===== config.mk =====
export PLATFORM = sky130hd
export DESIGN_NAME = ext_target_pipe
export DESIGN_NICKNAME = d
export VERILOG_FILES = /design/src/rtl/ext_target_pipe.sv
export SDC_FILE = /design/constraint.sdc
export NUM_CORES = 1
export LEC_CHECK = 0
export CORE_MARGIN = 3
export CORE_UTILIZATION = 54
export CTS_CLUSTER_SIZE = 16
export DETAILED_ROUTE_END_ITERATION = 6
export GPL_TIMING_DRIVEN = 0
export MAX_ROUTING_LAYER = met4
export PLACE_DENSITY = 0.84
export RECOVER_POWER = 50
export SLEW_MARGIN = 20
export SYNTH_ARGS = -nofsm -noshare
export SYNTH_HDL_FRONTEND = slang
export SYNTH_SLANG_ARGS = --single-unit

===== constraint.sdc =====
create_clock -name Clk -period 2.94 [get_ports Clk]
set_input_delay 0.294 -clock Clk [delete_from_list [all_inputs] [get_ports Clk]]
set_output_delay 0.294 -clock Clk [all_outputs]
set_load 0.01 [all_outputs]

===== src/rtl/ext_target_pipe.sv =====
// Immediate extension / branch-jump target unit: two-stage valid/ready pipeline.
// S1 registers the mode-extended immediate; S2 registers the final value.
module ext_target_pipe #(
    parameter int IN_W  = 26,
    parameter int OUT_W = 32
) (
    input  logic             Clk,
    input  logic             Rst_n,
    input  logic             In_Valid,
    output logic             In_Ready,
    input  logic [IN_W-1:0]  In_Imm,
    input  logic [2:0]       In_Mode,
    input  logic [OUT_W-1:0] In_PC4,
    input  logic             Flush,
    output logic             Out_Valid,
    input  logic             Out_Ready,
    output logic [OUT_W-1:0] Out_Data,
    output logic             Out_Err
);

    generate
        if (IN_W < 1 || IN_W > OUT_W - 2) begin : g_bad_in_w
            $error("ext_target_pipe: IN_W must lie in 1..OUT_W-2");
        end
        if ((OUT_W % 2) != 0) begin : g_bad_out_w
            $error("ext_target_pipe: OUT_W must be even");
        end
    endgenerate

    localparam logic [2:0] MODE_SIGN   = 3'd0;
    localparam logic [2:0] MODE_ZERO   = 3'd1;
    localparam logic [2:0] MODE_UPPER  = 3'd2;
    localparam logic [2:0] MODE_BRANCH = 3'd3;
    localparam logic [2:0] MODE_JUMP   = 3'd4;

    // One bit wider so the mask is well defined even when IN_W+2 == OUT_W.
    localparam logic [OUT_W:0]   LO_MASK_X = ((OUT_W+1)'(1) << (IN_W + 2)) - (OUT_W+1)'(1);
    localparam logic [OUT_W-1:0] HI_MASK   = ~LO_MASK_X[OUT_W-1:0];

    // Branch keeps the sign-extended form for the add; jump keeps the raw field.
    function automatic logic signed [OUT_W-1:0] ext_fn(input logic [IN_W-1:0] imm,
                                                       input logic [2:0]      mode);
        logic [OUT_W-1:0] zx;
        zx = {{(OUT_W-IN_W){1'b0}}, imm};
        case (mode)
            MODE_SIGN, MODE_BRANCH: ext_fn = {{(OUT_W-IN_W){imm[IN_W-1]}}, imm};
            MODE_ZERO, MODE_JUMP:   ext_fn = zx;
            MODE_UPPER:             ext_fn = zx << (OUT_W / 2);
            default:                ext_fn = '0;
        endcase
    endfunction

    // Returns {err, data}.
    function automatic logic [OUT_W:0] final_fn(input logic signed [OUT_W-1:0] ext,
                                                input logic [2:0]              mode,
                                                input logic [OUT_W-1:0]        pc4);
        logic [OUT_W-1:0] data;
        logic             err;
        err  = 1'b0;
        data = '0;
        case (mode)
            MODE_SIGN, MODE_ZERO, MODE_UPPER: data = $unsigned(ext);
            MODE_BRANCH: data = pc4 + $unsigned(ext <<< 2);
            MODE_JUMP:   data = (pc4 & HI_MASK) | ($unsigned(ext) << 2);
            default:     err  = 1'b1;
        endcase
        final_fn = {err, data};
    endfunction

    logic                    vld_p1, vld_p2;
    logic signed [OUT_W-1:0] ext_p1;
    logic [2:0]              mode_p1;
    logic [OUT_W-1:0]        pc4_p1;
    logic [OUT_W-1:0]        data_p2;
    logic                    err_p2;
    logic                    ld_p1, ld_p2, in_fire;

    assign ld_p2    = !vld_p2 || Out_Ready;
    assign ld_p1    = !vld_p1 || ld_p2;
    assign In_Ready = ld_p1;
    assign in_fire  = In_Valid && ld_p1;

    always_ff @(posedge Clk or negedge Rst_n) begin
        if (!Rst_n) begin
            vld_p1 <= 1'b0;
            vld_p2 <= 1'b0;
        end else if (Flush) begin
            vld_p1 <= 1'b0;
            vld_p2 <= 1'b0;
        end else begin
            if (ld_p1) vld_p1 <= in_fire;
            if (ld_p2) vld_p2 <= vld_p1;
        end
    end

    // ---- stage 1: extended immediate, mode, PC+4 ----
    always_ff @(posedge Clk) begin
        if (in_fire) begin
            ext_p1  <= ext_fn(In_Imm, In_Mode);
            mode_p1 <= In_Mode;
            pc4_p1  <= In_PC4;
        end
    end

    // ---- stage 2: final result, cleared by reset so outputs read zero ----
    always_ff @(posedge Clk or negedge Rst_n) begin
        if (!Rst_n) begin
            data_p2 <= '0;
            err_p2  <= 1'b0;
        end else if (ld_p2 && vld_p1) begin
            {err_p2, data_p2} <= final_fn(ext_p1, mode_p1, pc4_p1);
        end
    end

    assign Out_Valid = vld_p2;
    assign Out_Data  = data_p2;
    assign Out_Err   = err_p2;

endmodule


==> ci_impl_report.md, run 1 <==
## Synthesis and layout report

| Metric | Value |
|---|---|
| Portion of total power attributed to sequential cells | `0.495` |
| Area of the core | `10500 um2` |
| Per-cell routed wire length | `20.6 um` |
| Count of library flops with an enable pin | `67` |
| Worst R2R Start | `ext_p1[13]` |
| Hold Crit Class | `input pin to flop` |
| Outcome | `finished with violations` |
| Fa+ha+maj area frac | `0.0730` |
| Final-report setup violation count | `0` |
| Register-to-register setup slack | `0.20 ns` |
| P_leak | `2.87 nW` |
| CP bufs+invs | `0` |
| RSZ-0062 raised after global routing | `no` |
| Worst Path Class, Setup | `flop to flop` |
| Tot Pwr | `3.55 mW` |
| Actual slew at the worst max-slew pin | `1.83 ns` |
| Number of instances on the worst hold path | `2` |
| Dominant register cell | `sky130_fd_sc_hd__edfxtp_1` |
| Total net switching power | `1.12 mW` |
| Yosys-reported design area after synthesis | `5930 um2` |
| Number of DRC markers after the initial detailed-route iteration | `532` |
| Level count of the clock H-tree | `3` |
| Final number of hold-violating endpoints | `0` |
| Combinational Area | `2820 um2` |
| Largest stage delay on the critical path | `0.52 ns` |
| Slowest stage cell on the critical path | `sky130_fd_sc_hd__or4_4` |
| # Cells Yosys | `583` |
| Total of warnings raised by yosys | `0` |
| Comb pwr share | `0.277` |
| Critical hold path startpoint | `Flush` |
| Root buffer cell | `sky130_fd_sc_hd__clkbuf_8` |
| Number of logged tool warnings | `29` |
| Final ANT Viol Nets | `0` |
| Clock share of power | `0.228` |
| Layout-stage area growth over the synthesis result | `23.1%` |
| Synth Area in Simple Gates | `0.123` |
| Reported clock group power | `0.808 mW` |
| Peak ir drop on the vdd network | `0.293 mV` |
| Net Count, Synth | `683` |
| Number of maximum-capacitance constraint violations | `2` |
| Post-synth top area cell | `sky130_fd_sc_hd__edfxtp_1` |
| Number of design rule violations left after detail routing | `0` |
| Largest fanout on the critical path | `6` |
| Met2 Usage GRT | `0.449` |
| Number of register bits inferred by synthesis | `102` |
| Resized Gates After CTS | `0` |
| Hold bufs inserted after CTS | `1` |
| Global-route wire length before repair | `27000 um` |
| Vias in the first global route | `5016` |
| Period utilization | `0.931` |
| Share of the synthesized area in the top cell type | `0.339` |
| Fraction of synthesis flops using an asynchronous set or reset pin | `0.343` |
| Net count reported at finish | `796` |
| Final count of pins violating max slew | `36` |
| Sw Share | `0.314` |
| Leading power group | `registers` |
| Overall Global Routing Usage | `0.288` |
| Type of element launching the critical path | `flop` |
| Unique cell types | `53` |
| Violated checks | `max-capacitance violations, max-slew violations` |
| Share of synthesized area occupied by flip-flops and latches | `0.487` |
| CTS tree | `yes` |
| Most numerous cell types in the synthesized netlist | `67 x sky130_fd_sc_hd__edfxtp_1, 57 x sky130_fd_sc_hd__a21oi_1, 52 x sky130_fd_sc_hd__o21ai_0` |
## run 1: through the flow
step | area [um2] | TNS, ns | std cells | hold WS [ns] | setup slack, ns
2_1_floorplan | 5930 | 0 | 583 | -0.00159 | 0.217
3_3_place_gp | 7100 | -27.60 | 819 | 0.464 | -0.419
3_5_place_dp | 7120 | 0 | 820 | 0.402 | 0.117
4_1_cts | 7310 | 0 | 837 | 0.449 | 0.0841
5_1_grt | 7300 | 0 | 837 | 0.496 | 0.00693
6_report | 7300 | 0 | 837 | 0.485 | 0.203
## run 1: how the worst max path moves through the flow
| stage | startpoint | to | slack (ns) | depth (start not counted) |
|---|---|---|---|---|
| 5_1_grt | ext_p1[0] | Out_Data[26] | 0.007 | 11 |
| 2_1_floorplan | Out_Valid | ext_p1[0] | 0.22 | 3 |
| 3_5_place_dp | ext_p1[0] | Out_Data[30] | 0.12 | 11 |
| 6_report | ext_p1[13] | Out_Data[25] | 0.20 | 9 |
| 3_3_place_gp | Out_Ready | pc4_p1[27] | -0.42 | 4 |
| 4_1_cts | ext_p1[0] | Out_Data[30] | 0.08 | 11 |
## run 1: area by class of cell
| class | count | share of cell area |
|---|---|---|
| well taps | 136 | 0.0233 |
| flip-flops and latches | 102 | 0.396 |
| repair buffers | 102 | 0.138 |
| clock inverters | 6 | 0.00617 |
| plain buffers | 28 | 0.0223 |
| inverters | 21 | 0.0108 |
| multi-input cells | 432 | 0.386 |
| clock buffers | 10 | 0.0175 |
## run 1: layer usage
layer / routed length (um) / share of wire
met5: 0 / 0
met4: 331 / 0.019
met3: 1170 / 0.068
met2: 8050 / 0.47
met1: 7680 / 0.45
## run 1: layout by cell type, fill, tap and decap left out, types with 7 or more instances in the layout
cell                              netlist  routed
sky130_fd_sc_hd__edfxtp_1              67      67
sky130_fd_sc_hd__a22oi_1               36      35
sky130_fd_sc_hd__dlygate4sd3_1          0      43
sky130_fd_sc_hd__inv_1                 21      21
sky130_fd_sc_hd__a21o_1                11      11
sky130_fd_sc_hd__dfrtp_1               35      35
sky130_fd_sc_hd__o21a_1                 7       7
sky130_fd_sc_hd__nand2_1               51      51
sky130_fd_sc_hd__nor3_1                 7       7
sky130_fd_sc_hd__a21oi_1               57      56
sky130_fd_sc_hd__nor2b_1               14      14
sky130_fd_sc_hd__nor2_1                34      34
sky130_fd_sc_hd__ha_1                  33      33
sky130_fd_sc_hd__and2_1                19      18
sky130_fd_sc_hd__nand4_1               10      10
sky130_fd_sc_hd__clkbuf_1              16      18
sky130_fd_sc_hd__clkdlybuf4s50_1        0      57
sky130_fd_sc_hd__xor2_1                14      14
sky130_fd_sc_hd__xnor2_1               11      11
sky130_fd_sc_hd__o21ai_0               52      51
sky130_fd_sc_hd__clkbuf_8               1      10
## run 1: registers in the layout (all words and copies together), names as in the netlist
| name | flops |
|---|---|
| Out_Data | 32 |
| ext_p1 | 32 |
| pc4_p1 | 32 |
| mode_p1 | 3 |
| Out_Err | 1 |
| Out_Valid | 1 |
| vld_p1 | 1 |
## run 1: worst reg2reg max path: cells and delay by family (launching register included)
family | cells | cell delay, ns
compound gates | 3 | 0.79
fa+ha+maj | 1 | 0.45
flops | 1 | 0.44
simple gates | 5 | 1.00
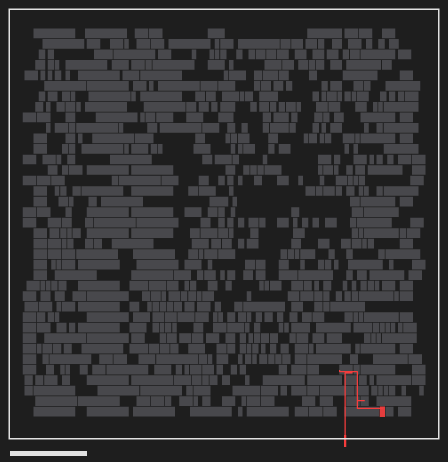
run_1/port_trees.png
Scale bar: 20 um.
`In_Ready` -> red  # bits 1, direction output, edge bottom, end cells 1, wire 41.1 um
count of port buffers added during placement: 100
IO Count: 101

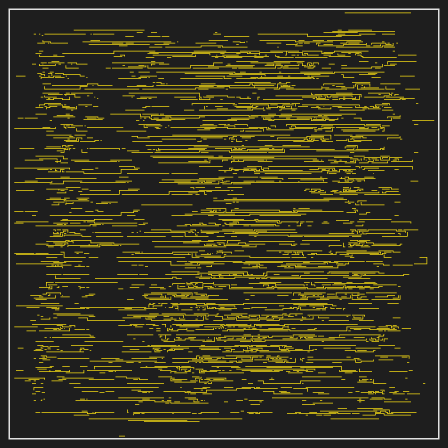
run_1/m1.png
longest straight run = 39.6 um
wire length on this layer = 7680 um
main direction = horizontal
share of all routed wire = 45%
vias after detailed routing: 5136
wire length reported by the detailed router: 17200 um
M1 GR Usage: 0.400

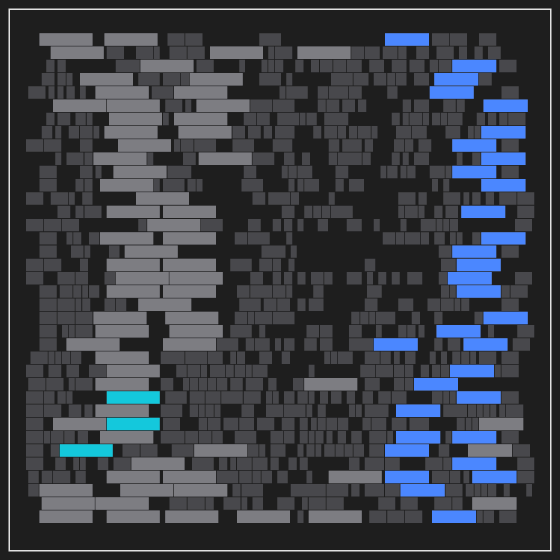
run_1/ff_map.png
Other sequential cells in the stronger grey, the rest of the logic in the fainter grey.
`mode_p1` -> cyan  # sequential cells 3
`Out_Data` -> blue  # sequential cells 32, where a vertical strip on the right
not coloured = 67
flip-flop and latch area: 2890 um2
register share of the cell area: 0.396
end-of-flow core utilization: 0.694
reported sequential group power: 1.76 mW

==> run 2, diff against run 1 <==
--- a/config.mk
+++ b/config.mk
@@ -7,7 +7,8 @@
 export LEC_CHECK = 0
 export CORE_MARGIN = 3
 export CORE_UTILIZATION = 54
-export CTS_CLUSTER_SIZE = 16
+export CTS_CLUSTER_DIAMETER = 80
+export CTS_CLUSTER_SIZE = 24
 export DETAILED_ROUTE_END_ITERATION = 6
 export GPL_TIMING_DRIVEN = 0
 export MAX_ROUTING_LAYER = met4
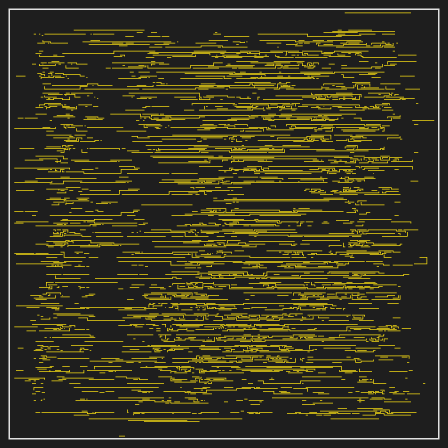
run_2/m1.png
longest straight run = 39.6 um
main direction = horizontal
wire length on this layer = 7680 um
nets with wire on the layer = 729
share of all routed wire = 45%

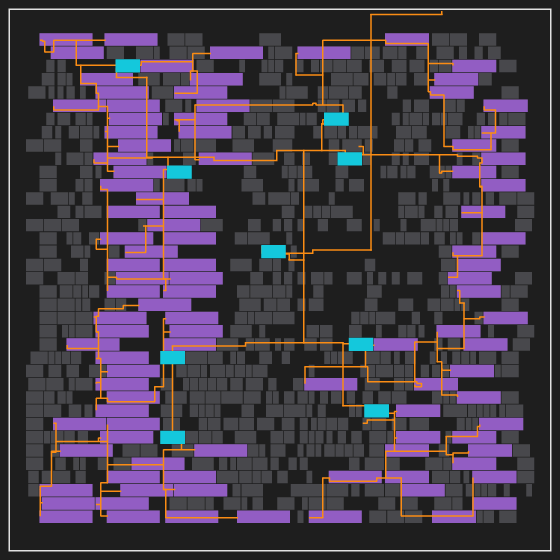
run_2/clock_wires.png
flip-flops -> purple  # count 102
clock wires -> orange  # length 1140 um
clock-net drivers -> cyan  # count 9
flops lie = spread over the die
clock share of power: 0.228
setup skew after layout: 0.0160 ns
reported clock group power: 0.808 mW
clock latency of the later-clocked register in the worst-skew pair: 0.38 ns

==> run 2 against run 1 <==
Net effect:
- the flow still finishes with violations (max-capacitance violations, max-slew violations)
- count of clock-buffer cells in the layout is the same
- sequential power barely moved
- worst hold slack stayed put
- register-to-register slack about the same
- core utilization unchanged
- wire length stayed put
- critical path depth is the same
- clock skew is the same
- synthesized cell count unchanged
- final cell count is the same
- critical endpoint unchanged
- largest cell class unchanged
==> ci_impl_report.md, run 2 <==
## Synthesis and layout report

| Metric | Value |
|---|---|
| Most common library cell in the layout ignoring fill and taps | `sky130_fd_sc_hd__edfxtp_1` |
| Type of element launching the critical path | `flop` |
| Initial antenna violation count | `0` |
| Per-cell routed wire length | `20.6 um (unchanged)` |
| Die y size | `111 um` |
| Level count of the clock H-tree | `3 (unchanged)` |
| Clk slew on worst S/H paths | `0.10 ns` |
| # Cells Yosys | `583 (unchanged)` |
| Post-Syn Area per Cell | `10.2 um2` |
| Req. time, crit path | `3.25 ns` |
| Share of the synthesized area in the top cell type | `0.339 (unchanged)` |
| Antenna diode count | `0` |
| RSZ-0062 raised after global routing | `no` |
| Commonest cells after routing, fill and taps aside | `67 x sky130_fd_sc_hd__edfxtp_1, 57 x sky130_fd_sc_hd__clkdlybuf4s50_1, 56 x sky130_fd_sc_hd__a21oi_1, 51 x sky130_fd_sc_hd__nand2_1, 51 x sky130_fd_sc_hd__o21ai_0` |
| Number of DRC markers after the initial detailed-route iteration | `532 (unchanged)` |
| Total non-filler cell area in the finished layout | `7300 um2 (unchanged)` |
| Outcome | `finished with violations` |
| Share of synthesized area occupied by flip-flops and latches | `0.487 (unchanged)` |
| Router iterations before antenna repair | `6` |
| Largest fanout on the critical path | `6 (unchanged)` |
| Cells taking the most area after synthesis | `sky130_fd_sc_hd__edfxtp_1 34%, sky130_fd_sc_hd__dfrtp_1 15%, sky130_fd_sc_hd__ha_1 7.0%, sky130_fd_sc_hd__a21oi_1 4.8%, sky130_fd_sc_hd__a22oi_1 4.6%` |
| Most numerous cell types in the synthesized netlist | `67 x sky130_fd_sc_hd__edfxtp_1, 57 x sky130_fd_sc_hd__a21oi_1, 52 x sky130_fd_sc_hd__o21ai_0` |
| End-of-flow core utilization | `0.694 (unchanged)` |
| Chip width | `111 um` |
| Num CTS Buffers | `9` |
| Number of cell rows | `37` |
| Vias after detailed routing | `5136 (unchanged)` |
| Largest buffer count on any clock path | `2` |
| Post-synth top area cell | `sky130_fd_sc_hd__edfxtp_1` |
| Count of port buffers added during placement | `100 (unchanged)` |
| Number of logged tool warnings | `29 (unchanged)` |
| Filler-free cell count of the finished design | `837 (unchanged)` |
| Layout-stage area growth over the synthesis result | `23.1% (unchanged)` |
| Peak Freq | `0.365 GHz` |
| Peak ir drop on the vdd network | `0.293 mV (unchanged)` |
| Crit path time final | `2.74 ns` |
| Final-report setup violation count | `0 (unchanged)` |
| Post-Synthesis Cells | `583` |
| Total net switching power | `1.12 mW (unchanged)` |
| Comb pwr share | `0.277 (about the same)` |
| Via-per-instance ratio | `6.14` |
| Hold Crit Class | `input pin to flop` |
| Clk sinks | `102` |
| Worst slew margin relative to its limit | `-0.223` |
| Pin count of the biggest net entering global routing | `65` |
| Sw Share | `0.314 (unchanged)` |
| Post-DP HPWL | `14000 um` |
| Number of design rule violations left after detail routing | `0 (unchanged)` |
| Crit end category | `flop` |
| Actual slew at the worst max-slew pin | `1.83 ns (unchanged)` |
| Count of library flops with an enable pin | `67 (unchanged)` |
| Net Count, Synth | `683 (unchanged)` |
| Fraction of synthesis flops using an asynchronous set or reset pin | `0.343 (unchanged)` |
| Fa+ha+maj area frac | `0.0730 (unchanged)` |
| Number of maximum-capacitance constraint violations | `2 (unchanged)` |
| IO Count | `101 (unchanged)` |
| Fraction of synthesized cell area in xor and xnor cells | `0.0369` |
| Global-route wire length before repair | `27000 um (unchanged)` |
| Filler cell count in the final layout | `815` |
| Worst Path Class, Setup | `flop to flop` |
| CTS tree | `yes` |
| Chip footprint | `12300 um2` |
| Summed instance area of the synthesized netlist | `5930 um2` |
| Main kind of combinational logic by area | `AND-OR/OR-AND gates` |
| Area of the core | `10500 um2 (unchanged)` |
| Crit path cell chain | `ha_1, nand2_1, nor2_2, nor3_1, or4_4, a311o_1, o32ai_1, a22oi_1, nand3_1` |
| Critical path arrival | `3.04 ns` |
| Violated checks | `max-capacitance violations, max-slew violations` |
| Number of register bits inferred by synthesis | `102 (unchanged)` |
| Slowest stage cell on the critical path | `sky130_fd_sc_hd__or4_4` |
| Vias in the first global route | `5016 (unchanged)` |
| Final number of hold-violating endpoints | `0 (unchanged)` |
| Overflow left after global routing | `0` |
| Total of warnings raised by yosys | `0 (unchanged)` |
| Final ANT Viol Nets | `0 (unchanged)` |
| Final count of pins violating max slew | `36 (unchanged)` |
| Portion of total power attributed to sequential cells | `0.495 (about the same)` |
| Net count reported at finish | `796 (unchanged)` |
| GPL Wtd Cong | `0.980` |
| Dominant register cell | `sky130_fd_sc_hd__edfxtp_1` |
| Share of final-layout standard cells stronger than drive strength 1 | `0.0571` |
| Areal power density over the cells | `487 nW/um2` |
| Complex-gate fraction of the synthesized area | `0.236` |
| Most used standard cell by instance count after synthesis | `sky130_fd_sc_hd__edfxtp_1` |
| Yosys-reported design area after synthesis | `5930 um2 (unchanged)` |
| Post-CTS Setup Repair Bufs | `0` |
| Initial Utilization | `0.564` |
| Synth Area in Simple Gates | `0.123 (unchanged)` |
| P_leak | `2.87 nW (unchanged)` |
| Largest stage delay on the critical path | `0.52 ns (about the same)` |
| Wire length reported by the detailed router | `17200 um (unchanged)` |
| Unique cell types | `53 (unchanged)` |
| Cell area reported after detailed placement | `7120 um2 (unchanged)` |
| Root buffer cell | `sky130_fd_sc_hd__clkbuf_8` |
| Internal power consumption | `2.44 mW` |
| Overall Global Routing Usage | `0.288 (unchanged)` |
| Period utilization | `0.931 (unchanged)` |
| Portion of netlist area occupied by mux cells | `0.00380` |
| Count of placed standard cells including taps | `820 (unchanged)` |
run 2: cell counts after synthesis:
No cell type changed its count.
run 2: cell families (layout without fill, tap and decap cells):
| group | after synthesis | in the layout |
|---|---|---|
| AOI/OAI and AO/OA | 219 | 219 |
| adders and majority gates | 34 | 34 |
| buffers and inverters | 49 | 167 |
| DFF | 102 | 102 |
| xor gates and xnor gates | 25 | 25 |
| muxes | 2 | 2 |
| and+or+nand+nor | 152 | 152 |
run 2: repair_timing:
action,4_1_cts,5_1_grt
endpoints found under the hold margin,31,0
hold buffers,1,0
resized,0,6
endpoints found under the setup margin,0,11
run 2: area by class of cell:
cell class / count / area (um2) / share of cell area
sequential: 102 / 2890 / 0.396
inverter: 21 / 78.8 / 0.0108
buffer: 28 / 163 / 0.0223
tap: 136 / 170 / 0.0233
clock inverter: 6 / 45.0 / 0.00617
timing repair buffer: 102 / 1010 / 0.138
multi-input combinational: 432 / 2820 / 0.386
clock buffer: 10 / 128 / 0.0175
run 2: per-layer routing:
metal  routed length (um)  global-route usage  vias to the layer above
li1                     -                   -                     2402
met1                 7680               0.400                     2500
met2                 8050               0.449                      209
met3                 1170              0.0360                       25
met4                  331              0.0813                        0
met5                    0                   -                        -
run 2: final timing paths:
check,startpoint,endpoint,slack (ns),cells after the start
setup / recovery,ext_p1[13],Out_Data[25],0.20,9
hold / removal,Flush,vld_p1,0.48,2
setup reg to reg,ext_p1[13],Out_Data[25],0.20,9
hold reg to reg,Out_Data[13],Out_Data[13],0.49,2
max in group asynchronous,Rst_n,Out_Data[22],0.94,2
min in group asynchronous,Rst_n,vld_p1,0.94,2
run 2: per-stage QoR:
step | setup WS, ns | TNS [ns] | total power [mW] | hold slack, ns
floorplan | 0.217 | 0 | 2.33 | -0.00159
global placement | -0.419 | -27.60 | 2.74 | 0.464
detailed placement | 0.117 | 0 | 2.77 | 0.402
CTS | 0.0841 | 0 | 3.56 | 0.449
global route | 0.00693 | 0 | 3.73 | 0.496
finish | 0.203 | 0 | 3.55 | 0.485
run 2: critical path, delay by kind of cell, from the launching register on:
kind	cells	cell delay [ns]
AOI/OAI and AO/OA	3	0.79
and+or+nand+nor	5	0.99
adders and majority gates	1	0.45
DFF	1	0.44
run 2: power by group through the flow:
stage	combinational [mW]	clock [mW]	sequential [mW]
global placement	0.957	0	1.78
global route	1.07	0.888	1.77
CTS	0.985	0.821	1.76
floorplan	0.540	0	1.79
finish	0.985	0.808	1.76
detailed placement	0.979	0	1.79
No activity file was given, so power comes from the tool's default toggle rates.
